[config.mk]
export PLATFORM = sky130hd
export DESIGN_NAME = updown_counter_mod
export DESIGN_NICKNAME = d
export VERILOG_FILES = /design/src/rtl/counter_pkg.sv /design/src/rtl/updown_counter_mod.sv
export SDC_FILE = /design/constraint.sdc
export NUM_CORES = 1
export LEC_CHECK = 0
export CAP_MARGIN = 15
export CORE_AREA = 2 2 39 41
export CTS_CLUSTER_DIAMETER = 30
export DETAILED_ROUTE_END_ITERATION = 8
export DIE_AREA = 0 0 41 43
export PLACE_DENSITY = 0.69
export SYNTH_ARGS = -nofsm -noshare
export SYNTH_HDL_FRONTEND = slang
export SYNTH_SLANG_ARGS = --single-unit
[constraint.sdc]
create_clock -name clk -period 1.5 [get_ports clk]
set_input_delay 0.15 -clock clk [delete_from_list [all_inputs] [get_ports clk]]
set_output_delay 0.15 -clock clk [all_outputs]
set_load 0.03 [all_outputs]
[src/rtl/counter_pkg.sv]
`default_nettype none
// +----------------------------------------------------------------------------+
// | Module   : counter_pkg                                                     |
// | Purpose  : End-of-range mode constants and one-shot state encoding shared  |
// |            by the up/down counter family.                                  |
// | Revision : 1.0 - initial release                                           |
// +----------------------------------------------------------------------------+
package counter_pkg;

    localparam int CNT_MODE_WRAP    = 0;
    localparam int CNT_MODE_SAT     = 1;
    localparam int CNT_MODE_ONESHOT = 2;

    typedef enum logic [0:0] {
        ST_RUN  = 1'b0,
        ST_DONE = 1'b1
    } oneshot_state_e;

endpackage
`default_nettype wire

[src/rtl/updown_counter_mod.sv]
`default_nettype none
// +----------------------------------------------------------------------------+
// | Module   : updown_counter_mod                                              |
// | Purpose  : Modulo-MODULO up/down counter with clear, load, terminal count  |
// |            and wrap / saturate / one-shot end-of-range behaviour.          |
// | Revision : 1.0 - initial release                                           |
// +----------------------------------------------------------------------------+
module updown_counter_mod
    import counter_pkg::*;
#(
    parameter int WIDTH     = 4,
    parameter int MODULO    = 16,
    parameter int MODE      = 0,
    parameter int RESET_VAL = 0
) (
    input  logic             clk,
    input  logic             reset_n,
    input  logic             en,
    input  logic             up_dn,
    input  logic             clear,
    input  logic             load,
    input  logic [WIDTH-1:0] load_val,
    output logic [WIDTH-1:0] count,
    output logic             tc,
    output logic             wrap,
    output logic             done,
    output logic             load_err
);

    localparam logic [WIDTH-1:0] c_max         = WIDTH'(MODULO - 1);
    localparam logic [WIDTH-1:0] c_rst         = WIDTH'(RESET_VAL);
    localparam logic [WIDTH-1:0] c_one         = WIDTH'(1);
    localparam logic [WIDTH:0]   c_modulo      = (WIDTH+1)'(MODULO);
    localparam logic             c_hold_at_end = (MODE != CNT_MODE_WRAP);
    localparam logic             c_oneshot     = (MODE == CNT_MODE_ONESHOT);

    generate
        if (WIDTH < 1 || MODULO < 2 || 64'(MODULO) > (64'd1 << WIDTH) ||
            RESET_VAL < 0 || RESET_VAL >= MODULO ||
            MODE < CNT_MODE_WRAP || MODE > CNT_MODE_ONESHOT) begin : g_param_check
            $error("updown_counter_mod: illegal WIDTH/MODULO/MODE/RESET_VAL combination");
        end
    endgenerate

    logic [WIDTH-1:0] r_count;
    logic             r_wrap;
    logic             r_load_err;
    oneshot_state_e   r_state;

    logic [WIDTH-1:0] w_count_nxt;
    logic             w_wrap_nxt;
    logic             w_load_err_nxt;
    logic             w_arrive;
    oneshot_state_e   w_state_nxt;

    always_comb begin
        w_count_nxt    = r_count;
        w_wrap_nxt     = 1'b0;
        w_load_err_nxt = 1'b0;
        w_arrive       = 1'b0;
        w_state_nxt    = r_state;

        if (clear) begin
            w_count_nxt = c_rst;
            w_state_nxt = ST_RUN;
        end else if (load) begin
            w_state_nxt = ST_RUN;
            if ({1'b0, load_val} < c_modulo) begin
                w_count_nxt = load_val;
            end else begin
                w_count_nxt    = c_max;
                w_load_err_nxt = 1'b1;
            end
        end else if (en && (r_state == ST_RUN)) begin
            // Explicit end compares keep non-power-of-two ranges exact.
            if (up_dn) begin
                if (r_count != c_max) begin
                    w_count_nxt = r_count + c_one;
                    w_arrive    = (r_count == c_max - c_one);
                end else if (!c_hold_at_end) begin
                    w_count_nxt = '0;
                    w_wrap_nxt  = 1'b1;
                end
            end else begin
                if (r_count != '0) begin
                    w_count_nxt = r_count - c_one;
                    w_arrive    = (r_count == c_one);
                end else if (!c_hold_at_end) begin
                    w_count_nxt = c_max;
                    w_wrap_nxt  = 1'b1;
                end
            end

            // Saturating modes pulse only on the step that lands on the end.
            if (w_arrive && c_hold_at_end) begin
                w_wrap_nxt = 1'b1;
                if (c_oneshot) begin
                    w_state_nxt = ST_DONE;
                end
            end
        end
    end

    always_ff @(posedge clk) begin
        if (!reset_n) begin
            r_count    <= c_rst;
            r_wrap     <= 1'b0;
            r_load_err <= 1'b0;
            r_state    <= ST_RUN;
        end else begin
            r_count    <= w_count_nxt;
            r_wrap     <= w_wrap_nxt;
            r_load_err <= w_load_err_nxt;
            r_state    <= w_state_nxt;
        end
    end

    assign count    = r_count;
    assign wrap     = r_wrap;
    assign load_err = r_load_err;
    assign done     = c_oneshot && (r_state == ST_DONE);
    assign tc       = en & ((up_dn & (r_count == c_max)) | (~up_dn & (r_count == '0)));

endmodule
`default_nettype wire

Run 1, gate families picked out:
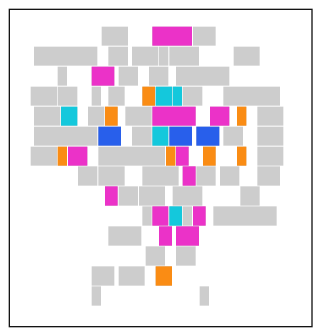
legend:
  magenta:
    family: aoi and oai cells
    cells: 12
  blue:
    family: xor and xnor cells
    cells: 3
  orange:
    family: nor cells
    cells: 8
  cyan:
    family: nand cells
    cells: 5

Run 1, placed cells, one colour a class:
The bar under the picture is 10 um long. Fill, decap, tap and diode cells in grey.
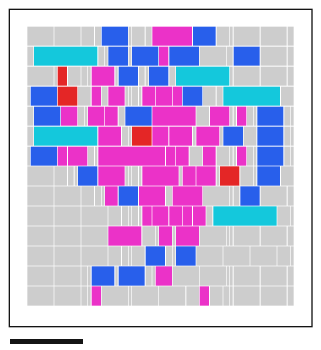
legend:
  red:
    class: clock drivers and dummy loads
    cells: 4
  blue:
    class: remaining buffers and delay cells
    cells: 25
  cyan:
    class: registers
    cells: 5
  magenta:
    class: remaining logic cells
    cells: 43
row cnt: 14
sequential cell area share: 0.163
core region area: 0.00138 mm^2
fin area: 692 um^2
fin util: 0.500

Run 1, clock routing:
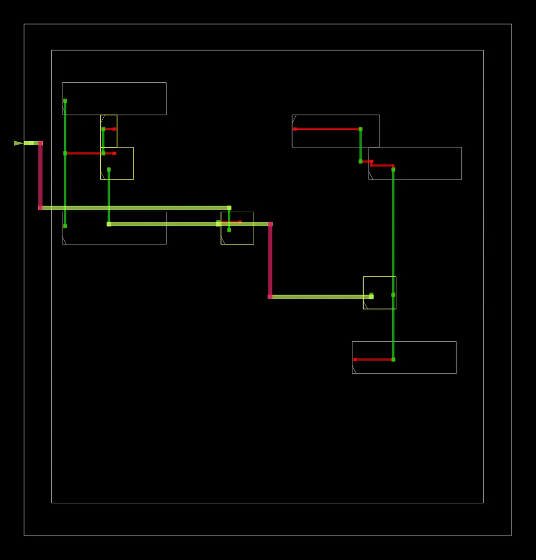
Clock Latency Late Sink: 0.25 ns
CTS Sinks: 5

Run 1, metal 2:
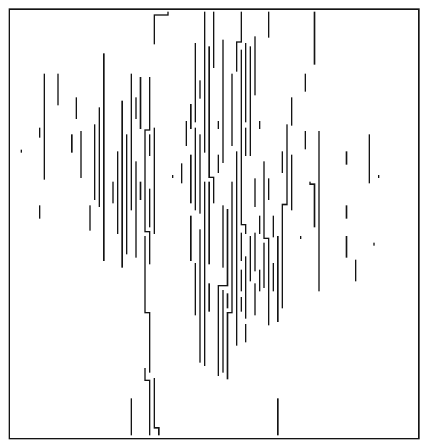
longest straight run: 20.7 um
share of all routed wire: 55%
nets with wire on the layer: 76
wire length on this layer: 623 um
main direction: vertical

==> qor.csv, run 1 <==
stage,metric,value,unit
status,status,finished with violations,
status,failed_checks,negative setup slack,
clock_tree,path_clk_slew,0.04,ns
clock_tree,post_cts_buffers,3,
worst_setup_path,path_buffers,2,
worst_setup_path,cp-end-kind,primary output,
worst_setup_path,cp_slowest_stage_delay,0.48,ns
logic_synthesis,ys_sh_xor,0.0640,
die,ioPinCount,18,
routing,drt-met1-wl,432,um
clock_tree,cts_root_buf,clkbuf_4,
worst_setup_path,critPathMaxFanout,2,
logic_synthesis,ys_area,410,um^2
layout,n_all_inverters,6,
routing,vias_per_cell,4.94,
final_timing,rsz0062_at_grt,yes,
layout,dominant_cells,logic gates,
global_routing,grt_pass1_wl,1.86,mm
final_timing,report.final.slew_viol_count,0,
clock_tree,cts_resized,8,
logic_synthesis,ys_seq_frac,0.244,
layout,fillers,147,
place,dpl.cell_count,86,
layout,flops,5,
logic_synthesis,top_area_frac,0.244,
die,die_w,41,um
logic_synthesis,largest_area_cell,dfxtp_1,
global_routing,grt_max_degree,10,
logic_synthesis,edf_count,0,
logic_synthesis,top_cells_by_area,"dfxtp_1 24%, ha_1 6.1%, inv_1 5.5%",
layout,clock_buffers,4,
logic_synthesis,synth.avg_cell_area,7.89,um^2
routing,firstDrtPassIters,2,
final_timing,finalHoldViolCount,0,
logic_synthesis,ys_async_sr_fraction,0,
layout,fin_cells,93,
power_and_ir_drop,pwr-share-clk,0.346,
die,initCoreUtil,0.297,
layout,drive_gt1_frac,0.338,
min_path,hold_depth,3,
logic_synthesis,yosys-stat-cells,52,
place,place_area,622,um^2
worst_setup_path,worstSetupPathType,flip-flop to primary output,
routing,wl,1.13,mm
logic_synthesis,aoi_share,0.213,
layout,comb_share,0.409,
layout,logic_gates,37,
die,die_h,43,um
place,portBuffers,15,
final_timing,finalSetupViolCount,3,
final_timing,tns,-0.305,ns
place,place.gp.congestion,0.782,
power_and_ir_drop,total_power,0.465,mW
min_path,hold_end,count[1],
job,warning_count,30,
routing,vias,459,
routing,top_layer_used,met4,
layout,fin_nets,90,
power_and_ir_drop,power_density,672,mW/mm^2
layout,comb_area,283,um^2
power_and_ir_drop,pwr-share-seq,0.306,
global_routing,met2_usage,0.253,
global_routing,grt.busiest_layer,met2,
power_and_ir_drop,p_sw,0.147,mW
min_path,min_from,load_val[1],
logic_synthesis,netlist_area,410,um^2
global_routing,use_met3,0.0785,
global_routing,grtUsageTotal,0.161,
layout,lay_top_count,clkdlybuf4s50_1,
clock_tree,clock_path_buffers,2,
power_and_ir_drop,power_leader,combinational logic,
clock_tree,tritoncts,built,
global_routing,grt_use_met1,0.179,
layout,regArea,113,um^2
global_routing,antenna_found_initial,0,
logic_synthesis,adder_share,0.0610,
final_timing,setup_slack,-0.181,ns
logic_synthesis,yosys_register_bits,5,
job,cap_violations,0,
routing,drcViolationCount,0,
die,chipArea,0.00176,mm^2
power_and_ir_drop,p_clk,0.161,mW
layout,buf_share,0.322,
layout,syn_to_final_growth,68.6,%
clock_tree,ctsHoldBuffers,0,
worst_setup_path,cp.arrival,1.53,ns
final_timing,whs,0.473,ns
clock_tree,htree_levels,1,
min_path,hold_class,input pin to flip-flop,
final_timing,skew,0.00366,ns
worst_setup_path,crit_slowest_cell,or4b_4,
power_and_ir_drop,ir_worst_vdd,397,uV
logic_synthesis,synth_cells,52,
worst_setup_path,cp.depth,5,
final_timing,fmax,595,MHz
final_timing,period_needed,1.68,ns
logic_synthesis,yosys_most_used_dff,dfxtp_1,
global_routing,gr-total-overflow,0,
power_and_ir_drop,swShare,0.316,
logic_synthesis,ys_warn_count,0,
logic_synthesis,top_cells_by_count,"6 x inv_1, 5 x dfxtp_1, 4 x a21oi_1, 4 x nor2_1",
global_routing,grt_pass1_vias,433,
clock_tree,cts_made_buffers,3,
logic_synthesis,simple_gate_share,0.216,
power_and_ir_drop,pg_comb,0.162,mW
routing,drtIter0Drc,4,
## Run 2: what changed since run 1
--- a/config.mk
+++ b/config.mk
@@ -8,6 +8,7 @@
 export CAP_MARGIN = 15
 export CORE_AREA = 2 2 39 41
 export CTS_CLUSTER_DIAMETER = 30
+export CTS_CLUSTER_SIZE = 20
 export DETAILED_ROUTE_END_ITERATION = 8
 export DIE_AREA = 0 0 41 43
 export PLACE_DENSITY = 0.69
Run 2, gate families picked out:
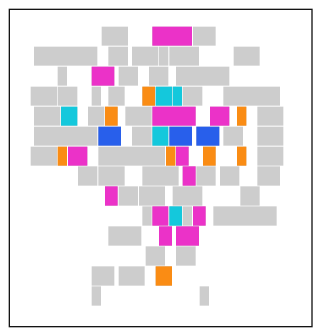
legend:
  cyan:
    family: nand cells
    cells: 5
  blue:
    family: xor and xnor cells
    cells: 3
  magenta:
    family: aoi and oai cells
    cells: 12
  orange:
    family: nor cells
    cells: 8

Run 2, clock routing:
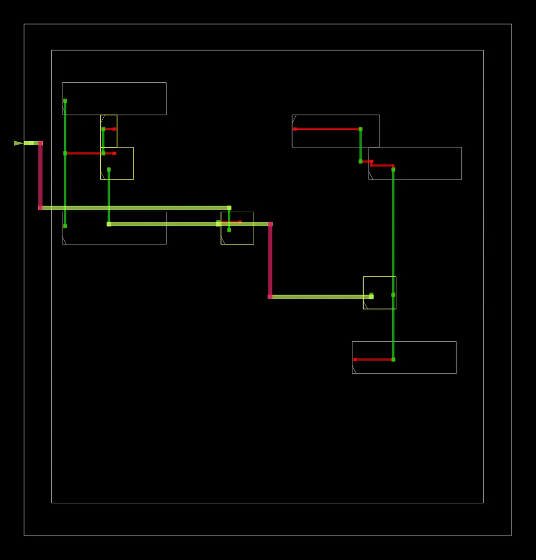
flop count: 5
clk_buf instances: 4
clk pwr: 0.161 mW
Worst Skew: 0.00366 ns
CTS Buf Count: 3

==> run 2 against run 1 <==
The flow still finishes with violations (negative setup slack); hold slack did not move; clock-buffer cell count did not move; sequential share of layout area is the same; synthesized cell count unchanged; setup slack did not move; die size did not move; via count is the same; first-iteration DRC count is the same; critical path type unchanged; register-to-register slack about the same; final area is the same; combinational power barely moved.
==> qor.csv, run 2 <==
stage,metric,value,unit
final_timing,rsz0062_at_grt,yes,
worst_setup_path,cp_slowest_stage_delay,0.48,ns
layout,dominant_cells,logic gates,
job,warning_count,30,
final_timing,fmax,595,MHz
logic_synthesis,simple_gate_share,0.216,
global_routing,grt.busiest_layer,met2,
clock_tree,clock_path_buffers,2,
clock_tree,cts_resized,8,
layout,syn_to_final_growth,68.6,%
status,status,finished with violations,
layout,logic_gates,37,
final_timing,finalHoldViolCount,0,
logic_synthesis,largest_area_cell,dfxtp_1,
clock_tree,tritoncts,built,
final_timing,period_needed,1.68,ns
logic_synthesis,mux_area_frac,0.0488,
global_routing,grtUsageTotal,0.161,
routing,drcViolationCount,0,
final_timing,whs,0.473,ns
layout,largest_reg_flops,4,
die,initCoreUtil,0.297,
power_and_ir_drop,pwr-share-clk,0.346,
power_and_ir_drop,power_density,672,mW/mm^2
min_path,min_from,load_val[1],
place,place.gp.congestion,0.782,
min_path,hold_class,input pin to flip-flop,
power_and_ir_drop,power_leader,combinational logic,
worst_setup_path,rrSetupSlack,-0.07,ns
worst_setup_path,startpoint_type,flip-flop,
layout,comb_share,0.409,
layout,fin_area,692,um^2
global_routing,use_met3,0.0785,
routing,top_layer_used,met4,
power_and_ir_drop,ir_worst_vdd,397,uV
worst_setup_path,path_buffers,2,
logic_synthesis,edf_count,0,
logic_synthesis,ys_async_sr_fraction,0,
power_and_ir_drop,pg_comb,0.162,mW
layout,lay_top_count,clkdlybuf4s50_1,
global_routing,grt_max_degree,10,
routing,vias_per_cell,4.94,
final_timing,report.final.slew_viol_count,0,
place,place_ws,-0.102,ns
worst_setup_path,cp.depth,5,
clock_tree,cts_root_buf,clkbuf_4,
clock_tree,post_cts_buffers,3,
die,die_h,43,um
routing,vias,459,
worst_setup_path,worstSetupPathType,flip-flop to primary output,
place,hpwl,799,um
worst_setup_path,cp-end-kind,primary output,
power_and_ir_drop,swShare,0.316,
layout,final-clk-cell-share,0.0380,
logic_synthesis,yosys_register_bits,5,
die,die_w,41,um
min_path,hold_end,count[1],
routing,drtIter0Drc,4,
logic_synthesis,ys_seq_frac,0.244,
layout,lay_top_cells,"11 x clkdlybuf4s50_1, 10 x buf_4, 4 x inv_1, 4 x nor2_1",
die,row_count,14,
logic_synthesis,synth_cells,52,
min_path,hold_depth,3,
worst_setup_path,rr_endpoint,count[0],
power_and_ir_drop,p_int,0.318,mW
layout,n_all_inverters,6,
die,tap-cell-count,16,
global_routing,grt_pass1_vias,433,
clock_tree,path_clk_slew,0.04,ns
power_and_ir_drop,pwr-share-seq,0.306,
logic_synthesis,ys_area,410,um^2
die,ioPinCount,18,
global_routing,gr-total-overflow,0,
final_timing,setup_slack,-0.181,ns
worst_setup_path,required,1.35,ns
job,cap_violations,0,
power_and_ir_drop,p_sw,0.147,mW
worst_setup_path,path_delay_family,simple AND/OR/NAND/NOR gates,
worst_setup_path,critPathMaxFanout,2,
layout,comb_area,283,um^2
routing,wl_per_cell,12.2,um
worst_setup_path,reg2regPathDepth,7,
layout,fillers,147,
status,failed_checks,negative setup slack,
routing,drt-met1-wl,432,um
final_timing,finalSetupViolCount,3,
power_and_ir_drop,p_leak,0.284,nW
logic_synthesis,yosys_most_used_dff,dfxtp_1,
layout,seq-cell-share,0.163,
worst_setup_path,cp.arrival,1.53,ns
clock_tree,clk_latency,0.25,ns
power_and_ir_drop,total_power,0.465,mW
global_routing,met2_usage,0.253,
logic_synthesis,yosys-stat-cells,52,
logic_synthesis,netlist_area,410,um^2
layout,fin_nets,90,
die,core,0.00138,mm^2
logic_synthesis,ys_warn_count,0,
final_timing,tns,-0.305,ns
clock_tree,htree_levels,1,
final_timing,final.period_utilization,1.12,
layout,fin_cells,93,
layout,drive_gt1_frac,0.338,
logic_synthesis,top_area_frac,0.244,
routing,firstDrtPassIters,2,
layout,signal_buffers,25,
layout,regArea,113,um^2
worst_setup_path,crit_slowest_cell,or4b_4,
die,chipArea,0.00176,mm^2
place,dpl.cell_count,86,
logic_synthesis,ys_types,26,
power_and_ir_drop,comb_power_share,0.348,
global_routing,grt_use_met1,0.179,
place,portBuffers,15,
logic_synthesis,ys_sh_xor,0.0640,
global_routing,antenna_found_initial,0,
logic_synthesis,synth.avg_cell_area,7.89,um^2
clock_tree,ctsHoldBuffers,0,
logic_synthesis,adder_share,0.0610,
clock_tree,cts.sinks,5,
global_routing,grt_pass1_wl,1.86,mm
logic_synthesis,top_cells_by_area,"dfxtp_1 24%, ha_1 6.1%, inv_1 5.5%",
layout,final_util,0.500,
logic_synthesis,aoi_share,0.213,
layout,buf_share,0.322,
place,place_area,622,um^2
logic_synthesis,top_cells_by_count,"6 x inv_1, 5 x dfxtp_1, 4 x a21oi_1, 4 x nor2_1",
routing,wl,1.13,mm
No activity file was given, so power comes from the tool's default toggle rates.
